<file path="src/rtl/mid_arb_pkg.sv">
// Shared types and default sizing for the mid bus arbiter.
// Provides the arbiter state enum and the default bus geometry constants.
package mid_arb_pkg;

   typedef enum logic {
      IDLE,
      GRANT
   } state_t;

   localparam int NREQ_D      = 4;
   localparam int WIDTH_D     = 4;
   localparam int MAX_BURST_D = 8;
   localparam int SRC_W       = $clog2(NREQ_D);

endpackage

</file>
<file path="src/rtl/rr_pick.sv">
// Rotate-priority encoder: first set req bit scanning ptr+1, ptr+2, ... mod N.
// Ports: req/ptr in; onehot, idx and any (some req set) out.
module rr_pick
   import mid_arb_pkg::*;
#(
   parameter int N  = NREQ_D,
   parameter int SW = $clog2(N)
) (
   input  logic [N-1:0]  req,
   input  logic [SW-1:0] ptr,
   output logic [N-1:0]  onehot,
   output logic [SW-1:0] idx,
   output logic          any
);

   always_comb begin
      onehot = '0;
      idx    = '0;
      any    = 1'b0;
      // i runs 1..N so the slot at ptr itself is scanned last
      for (int i = 1; i <= N; i++) begin
         logic [SW-1:0] kk;
         kk = SW'((int'(ptr) + i) % N);
         if (!any && req[kk]) begin
            any        = 1'b1;
            onehot[kk] = 1'b1;
            idx        = kk;
         end
      end
   end

endmodule

</file>
<file path="src/rtl/mid_bus_arbiter.sv">
// Round-robin arbiter sharing the mid[] bus between NREQ requesters with burst limit.
// Ports: clk, rst, req, req_data, req_last in; gnt, dut_valid, dut_data, dut_src out; dut_ready in.
module mid_bus_arbiter
   import mid_arb_pkg::*;
#(
   parameter int NREQ      = NREQ_D,
   parameter int WIDTH     = WIDTH_D,
   parameter int MAX_BURST = MAX_BURST_D
) (
   input  logic                     clk,
   input  logic                     rst,
   input  logic [NREQ-1:0]          req,
   input  logic [NREQ*WIDTH-1:0]    req_data,
   input  logic [NREQ-1:0]          req_last,
   output logic [NREQ-1:0]          gnt,
   output logic                     dut_valid,
   output logic [WIDTH-1:0]         dut_data,
   output logic [$clog2(NREQ)-1:0]  dut_src,
   input  logic                     dut_ready
);

   localparam int SW = $clog2(NREQ);
   localparam int BW = $clog2(MAX_BURST + 1);

   state_t          state, state_d;
   logic [SW-1:0]   ptr, ptr_d;
   logic [SW-1:0]   src_d;
   logic [NREQ-1:0] gnt_d;
   logic [BW-1:0]   beat_cnt, cnt_d;

   logic [NREQ-1:0] pick_oh;
   logic [SW-1:0]   pick_idx;
   logic            pick_any;
   logic            beat;
   logic            burst_end;

   logic [WIDTH-1:0] slice [NREQ];

   for (genvar i = 0; i < NREQ; i++) begin : g_slice
      assign slice[i] = req_data[i*WIDTH +: WIDTH];
   end

   // ptr always equals the owner while in GRANT, so the owner ranks last
   rr_pick #(.N(NREQ), .SW(SW)) u_pick (
      .req    (req),
      .ptr    (ptr),
      .onehot (pick_oh),
      .idx    (pick_idx),
      .any    (pick_any)
   );

   assign dut_valid = (state == GRANT) && req[dut_src];
   assign dut_data  = dut_valid ? slice[dut_src] : '0;
   assign beat      = dut_valid && dut_ready;

   // withdraw ends the burst with no beat; last and max-length merge into one end
   assign burst_end = (state == GRANT) &&
                      (!req[dut_src] ||
                       (beat && (req_last[dut_src] ||
                                 beat_cnt == BW'(MAX_BURST - 1))));

   always_comb begin
      state_d = state;
      gnt_d   = gnt;
      src_d   = dut_src;
      ptr_d   = ptr;
      cnt_d   = beat_cnt;
      unique case (state)
         IDLE: begin
            if (pick_any) begin
               state_d = GRANT;
               gnt_d   = pick_oh;
               src_d   = pick_idx;
               ptr_d   = pick_idx;
            end
         end
         GRANT: begin
            if (burst_end) begin
               cnt_d = '0;
               if (pick_any) begin
                  gnt_d = pick_oh;
                  src_d = pick_idx;
                  ptr_d = pick_idx;
               end else begin
                  state_d = IDLE;
                  gnt_d   = '0;
                  src_d   = '0;
               end
            end else if (beat) begin
               cnt_d = beat_cnt + BW'(1);
            end
         end
         default: ;
      endcase
   end

   always_ff @(posedge clk or posedge rst) begin
      if (rst) begin
         state    <= IDLE;
         gnt      <= '0;
         dut_src  <= '0;
         ptr      <= SW'(NREQ - 1);
         beat_cnt <= '0;
      end else begin
         state    <= state_d;
         gnt      <= gnt_d;
         dut_src  <= src_d;
         ptr      <= ptr_d;
         beat_cnt <= cnt_d;
      end
   end

endmodule

</file>
<file path="config.mk">
export PLATFORM = sky130hd
export DESIGN_NAME = mid_bus_arbiter
export DESIGN_NICKNAME = d
export VERILOG_FILES = /design/src/rtl/mid_arb_pkg.sv /design/src/rtl/rr_pick.sv /design/src/rtl/mid_bus_arbiter.sv
export SDC_FILE = /design/constraint.sdc
export NUM_CORES = 1
export LEC_CHECK = 0
export CORE_MARGIN = 5
export CORE_UTILIZATION = 40
export DETAILED_ROUTE_END_ITERATION = 12
export GPL_ROUTABILITY_DRIVEN = 0
export PLACE_DENSITY = 0.71
export SYNTH_ARGS = -nofsm -noshare
export SYNTH_HDL_FRONTEND = slang
export SYNTH_SLANG_ARGS = --single-unit
</file>
<file path="constraint.sdc">
create_clock -name clk -period 2.7 [get_ports clk]
set_input_delay 0.675 -clock clk [delete_from_list [all_inputs] [get_ports clk]]
set_output_delay 0.675 -clock clk [all_outputs]
set_load 0.05 [all_outputs]
</file>
==> impl.org, run 1 <==
* Implementation run

** Outcome
- Outcome :: complete, no violations

** Die
- The flow inserted 33 tap cells.
- Measured along the y axis, the die boundary spans 65.7 um.
- Die Width :: 65.7 um
- The share of the core area taken by cells at floorplan is 41.3%.

** Placed design
- Placed Cells :: 199
- Estimated wirelength of the detail-placed design :: 2.64 mm
- Dpl cell area :: 1700 sq um

** Logic synthesis
- Post-synthesis instance area :: 1240 sq um
- Yosys reported that registers with async set or reset make up 100%.
- Area fraction in mux cells :: 17.5%
- Counting every net in the synthesized netlist gives 159.
- Xor/xnor share :: 1.41%
- Commonest cells post-synth :: sky130_fd_sc_hd__dfrtp_1, sky130_fd_sc_hd__nand2_1, sky130_fd_sc_hd__ha_1, sky130_fd_sc_hd__inv_1
- Count of flip-flops with a built-in enable after synthesis :: 0
- Per the synthesis report, the AND-OR/OR-AND share of the synthesized area is 21.2%.
- Syn. warnings :: 0
- Post-synthesis share of cell area spent on full adders, half adders and majority gates :: 9.09%
- Synthesized area per cell :: 10.1 sq um

** Finish
- The final layout report lists a non-clock buffer count of 50.
- Number of nets at the end of the flow :: 207
- Number of non-clock inverters :: 8
- Per the layout report, the design carries 273 filler cells.
- The clock buffers instantiated in the layout total 3.
- Flop share of the area :: 18.5%
- In this run the layout overhead on the synthesized area is reported as 43.5%.
- Area-dominant cell class after layout :: logic gates
- The clock network takes up 1.55% of total cell area after layout.
- Number of logic gates :: 95
- Logic share of the area :: 48.7%
- Summing all multi-input logic gate instances after layout gives 866 sq um.

** Critical path
- STA classifies the critical path startpoint as an input pin.
- In this run the worst setup path terminates at dut_data[2].
- Cells on worst reg2reg path :: 7
- Startpoint of the worst register-to-register path :: ptr[1]
- Internal reg-to-reg setup slack :: 0.29 ns
- The arrival time of data at the worst endpoint is listed as 1.90 ns.
- Crit. End Element :: output pin
- According to the timing report, the data required time at the worst endpoint equals 2.03 ns.
- Crit path from :: req_data[10]

** Timing
- Setup violations remaining at the end of the flow were counted as 0.
- Setup slack after layout :: 0.127 ns
- Maximum operating frequency :: 389 MHz
- Time the worst path needs with I/O delays and setup :: 2.57 ns
- The transition time recorded at the tightest slew-check pin is 0.496 ns.
- The worst path uses 95.3% of the clock period.

** Flow run
- Number of warnings in the stage logs :: 33

** GRT
- Global routing consumed, on the met1 layer, 18.3% of the routing resources.
- Overall routing resource usage :: 16.3%
- The global routing report lists met3 layer usage as 3.76%.
- The via count of the first global-routing pass is 1,189.
- The global route stage reports its total congestion overflow as 0.
- Looking at the global route congestion table, the highest-usage layer is met2.

** Clock network
- According to the CTS report, the clock sink count is 13.
- Number of buffers inserted to repair setup after CTS :: 0
- Number of instances resized during post-cts repair :: 0
- Clock transition time at the flip-flop clock pins of the worst setup and hold paths :: 0.09 ns
- CTS Buf Count :: 3
- CTS tree :: yes

** Power and ir drop
- In this run the VDD rail shows a maximum IR drop of 607 uV.
- The analysis attributes to cell leakage a power of 0.812 nW.
- Power density normalized to cell area :: 1070 nW/um^2

** Routing
- Routed vias/inst :: 5.67
- For this run, the detailed router's first-pass iteration total came to 4.
- Routed signal wires occupy layers up through met3.
- Routed met3 length :: 116 um
- Detailed route wirelength on metal2 :: 1.84 mm
- In this run the remaining antenna-violating nets after routing total 0.

** Hold path
- The min-delay analysis places its worst path in the category register to register.
- The startpoint identified for the worst hold timing path is gnt[0].
==> run 1: per-stage QoR <==
stage / utilization [%] / hold WS (ns)
after detailed placement: 56.5 / 0.473
final: 59.2 / 0.489
after global placement: 56.5 / 0.468
after global routing: 59.2 / 0.527
after floorplan: - / 0.498
after CTS: 57.5 / 0.493
==> run 1: placed cells by master (no fill, tap or decap), types with 3 or more instances in the layout <==
cell                              instances
sky130_fd_sc_hd__buf_6                    3
sky130_fd_sc_hd__a21o_1                   3
sky130_fd_sc_hd__dfrtp_1                 10
sky130_fd_sc_hd__clkdlybuf4s50_1         28
sky130_fd_sc_hd__nor2_1                   6
sky130_fd_sc_hd__and3b_1                  3
sky130_fd_sc_hd__mux4_2                   7
sky130_fd_sc_hd__buf_4                   14
sky130_fd_sc_hd__nand2_1                 10
sky130_fd_sc_hd__a211oi_1                 7
sky130_fd_sc_hd__a22o_1                   4
sky130_fd_sc_hd__clkbuf_4                 3
sky130_fd_sc_hd__inv_1                    8
sky130_fd_sc_hd__and3_4                   4
sky130_fd_sc_hd__o21ai_0                  7
sky130_fd_sc_hd__ha_1                     9
sky130_fd_sc_hd__dlymetal6s2s_1           4
sky130_fd_sc_hd__nor4b_1                  4
==> run 1: critical path, cell delays in order <==
cell and delay, ns:
sky130_fd_sc_hd__clkdlybuf4s50_1 0.41, sky130_fd_sc_hd__mux4_2 0.47, sky130_fd_sc_hd__and3_4 0.20, sky130_fd_sc_hd__buf_6 0.15
==> run 1: where the power goes <==
| part | total, mW | internal (mW) | switching, mW | leakage [nW] |
|---|---|---|---|---|
| registers | 0.378 | 0.274 | 0.104 | 0.161 |
| clock network | 0.122 | 0.0550 | 0.0667 | 0.0177 |
| logic | 1.41 | 0.659 | 0.751 | 0.633 |
**Run 1: met1 routing**

The bar under the picture is 20 um long. Supply wires on this layer in grey.
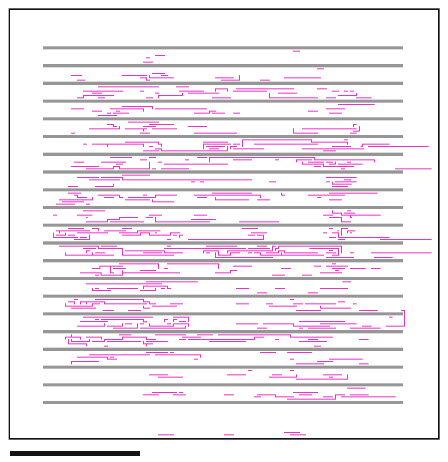
The layer holds 41% of the routed length. 185 nets have wire on it.

**Run 1: zoomed window**

The bar under the picture is 10 um long. Region (26, 0) to (66, 40) um. Cells in grey, sequential cells in the stronger grey; small squares are vias.
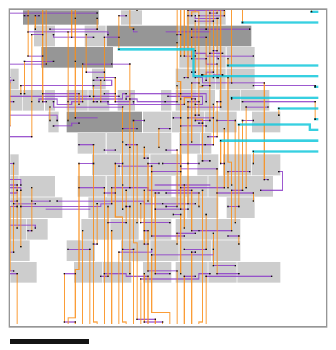
M2: drawn in orange. M1: drawn in purple. M3: drawn in cyan.
Sequential cells in the window: 5. Most frequent: clkdlybuf4s50_1 (23), buf_4 (8), mux4_2 (6). 74 logic cells have their middle in the window. Netlist names of flops here include `dut_src` (2).

**Run 1: the metal 3 layer**

The bar under the picture is 20 um long. Cells faint in the background.
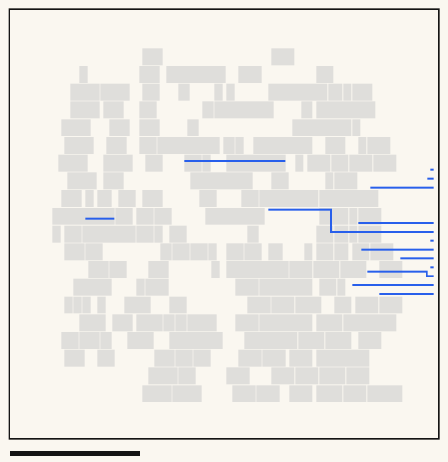
The layer carries 116 um of wire. The wires run mostly horizontal. 14 nets have wire on it.

**Run 1: gate families picked out**

The bar under the picture is 20 um long.
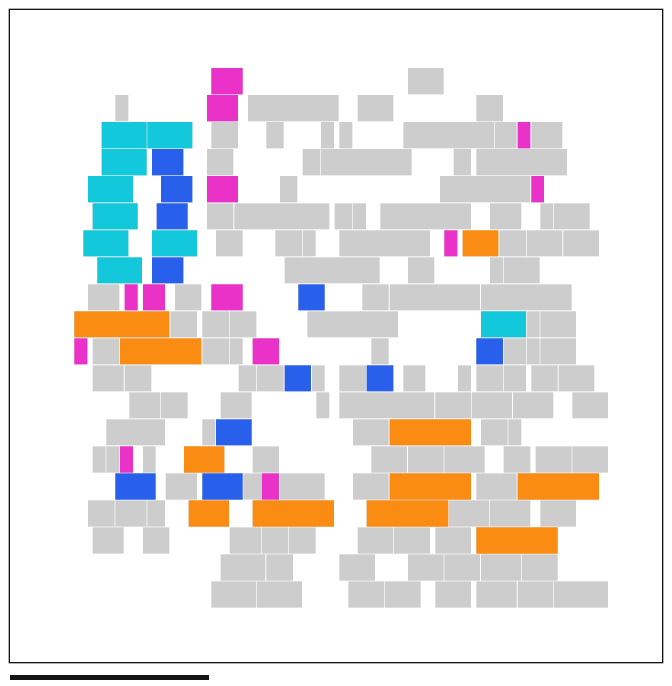
nor cells: drawn in magenta, cells 13. non-inverting ao/oa cells: drawn in blue, cells 11. fa/ha/maj cells: drawn in cyan, cells 9. mux cells: drawn in orange, cells 11.

--- run 2 (diff from run 1) ---
--- a/config.mk
+++ b/config.mk
@@ -5,11 +5,10 @@
 export SDC_FILE = /design/constraint.sdc
 export NUM_CORES = 1
 export LEC_CHECK = 0
-export CORE_MARGIN = 5
 export CORE_UTILIZATION = 40
 export DETAILED_ROUTE_END_ITERATION = 12
 export GPL_ROUTABILITY_DRIVEN = 0
-export PLACE_DENSITY = 0.71
+export PLACE_DENSITY = 0.74
 export SYNTH_ARGS = -nofsm -noshare
 export SYNTH_HDL_FRONTEND = slang
 export SYNTH_SLANG_ARGS = --single-unit
==> constraint.sdc (replaced) <==
create_clock -name clk -period 2.2 [get_ports clk]
set_input_delay 0.55 -clock clk [delete_from_list [all_inputs] [get_ports clk]]
set_output_delay 0.55 -clock clk [all_outputs]
set_load 0.05 [all_outputs]
**Run 2: gate families picked out**

The bar under the picture is 20 um long.
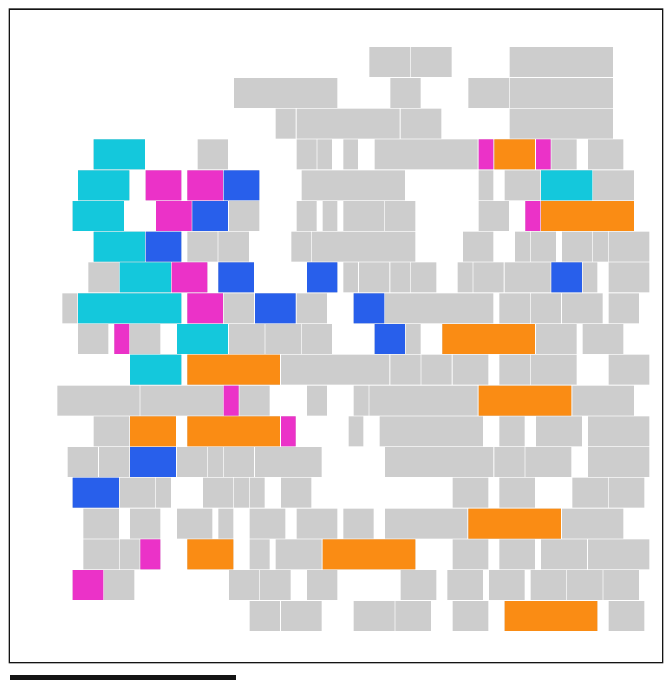
non-inverting ao/oa cells: drawn in blue, cells 11. mux cells: drawn in orange, cells 11. fa/ha/maj cells: drawn in cyan, cells 9. nor cells: drawn in magenta, cells 13.

==> run 2 against run 1 <==
The flow now finishes with violations (design-rule violations, negative setup slack). Critical path depth did not move. Clock-buffer cell count increased by 1. Synthesized area is the same. Power is 36% higher. Hold slack worse by 0.0040 ns. Routed wire length shrank 0.82%. Sequential cell count is the same. Sequential power is 16% higher. Register-to-register slack worse by 0.16 ns.
==> impl.org, run 2 <==
* Implementation run

** Logic synthesis
- Count of flip-flops with a built-in enable after synthesis :: 0 (unchanged)
- Share of synthesized registers carrying an async set or reset :: 100% (unchanged)
- The mean instance size in the synthesized netlist came to 10.1 sq um (unchanged).
- The count of yosys warnings during synthesis is 0 (unchanged).
- Post-synthesis instance area :: 1240 sq um (unchanged)

** Placed design
- The half-perimeter wire length after detailed placement came to 2.60 mm (was 2.64 mm).

** Critical path
- The worst setup path startpoint was dut_src[0] (was req_data[10]).

** Timing
- Maximum operating frequency :: 448 MHz
- Slew @ Worst Pin :: 0.506 ns (was 0.496 ns)
- The total setup violations reported at the end of the flow is 3 (was 0).
- Tcrit/Tclk final :: 102%
- Setup slack after layout :: -0.0333 ns (was 0.127 ns)

** Finish
- Post-Route Utilization :: 66.5% (was 59.2%)
- The count of inverters not on the clock network in the layout came to 8 (unchanged).
- The clock tree buffer count of the final layout was 4 (was 3).
- Logic share of the area :: 47.5% (was 48.7%)
- The flip-flop and latch share of the layout cell area was 17.4% (was 18.5%).

** Die
- Die Width :: 57.7 um (was 65.7 um)

** Routing
- The detailed-route vias per instance is 5.92 (was 5.67).
- The residual DRC count came to 5 (was 0).
- The highest routing layer actually used is met4 (was met3).
- The detailed-routed wire length on met3 came to 209 um (was 116 um).
- Detailed route wirelength on metal2 :: 1.77 mm (was 1.84 mm)

** Power and ir drop
- Clk network pwr share :: 5.6% (was 6.4%)
- Power density normalized to cell area :: 1360 nW/um^2 (was 1070 nW/um^2)
- The internal portion of total power is 1.39 mW (was 0.988 mW).
- Highest ir drop seen on vdd :: 767 uV (was 607 uV)
- Biggest power consumer among the groups :: combinational cells (unchanged)
- P_sw :: 1.20 mW (was 0.922 mW)
- The share of power burned in registers came to 16.9% (was 19.8%).
- The power in sequential cells came to 0.437 mW (was 0.378 mW).

** Clock network
- The clock transition at the register clock pins on the worst setup and hold paths after CTS is 0.08 ns (was 0.09 ns).
- The clock tree from TritonCTS is yes (unchanged).

** GRT
- The total global routing track utilization came to 21.4% (was 16.3%).
- The via count of the first global-routing pass was 1,296 (was 1,189).
- The met1 capacity usage during global routing came to 23.5% (was 18.3%).

** Outcome
- The final reports fail on design-rule violations, negative setup slack.
- Outcome: finished with violations (was complete, no violations).

** Flow run
- The number of warnings in the stage logs was 36 (was 33).
==> run 2: cell counts after synthesis <==
No cell type changed its count.
==> run 2: critical path, stage by stage (launching register included) <==
cell and delay (ns):
sky130_fd_sc_hd__dfrtp_2 0.43, sky130_fd_sc_hd__mux4_2 0.59, sky130_fd_sc_hd__nand2_2 0.13, sky130_fd_sc_hd__clkinvlp_4 0.11
sky130_fd_sc_hd__buf_8 0.15
==> run 2: final timing paths <==
| check | depth (start not counted) | to |
|---|---|---|
| worst max-delay path | 4 | dut_valid |
| min in group asynchronous | 2 | gnt[3] |
| max in group asynchronous | 2 | ptr[0] |
| worst min register to register | 2 | gnt[1] |
| worst max register to register | 6 | gnt[2] |
| worst min-delay path | 2 | gnt[1] |
==> run 2: through the flow <==
| stage | cells | setup TNS [ns] | worst slack (ns) | hold WS [ns] |
|---|---|---|---|---|
| floorplan | 123 | -0.0394 | -0.0394 | 0.425 |
| global placement | 204 | -3.92 | -0.324 | 0.473 |
| detailed placement | 204 | -4.12 | -0.349 | 0.478 |
| CTS | 212 | -0.0348 | -0.0152 | 0.493 |
| global route | 212 | -0.313 | -0.0829 | 0.522 |
| finish | 212 | -0.0489 | -0.0333 | 0.485 |
==> run 2: timing repair <==
| item | 4_1_cts | 5_1_grt |
|---|---|---|
| cloned | 0 | 0 |
| pin swaps | 1 | 0 |
| buffers inserted | 4 | 0 |
| endpoints found under the setup margin | 9 | 9 |
| resized | 39 | 3 |
==> run 2: kinds of logic after synthesis <==
logic type | after synthesis | share of synthesized area (%)
simple gates | 39 | 18.9
compound gates | 34 | 21.2
buf+inv | 15 | 5.45
flops | 13 | 26.5
mux | 11 | 17.5
fa+ha+maj | 9 | 9.09
xor+xnor | 2 | 1.41
Power figures rest on the tool's default switching activity, not on a simulated workload.
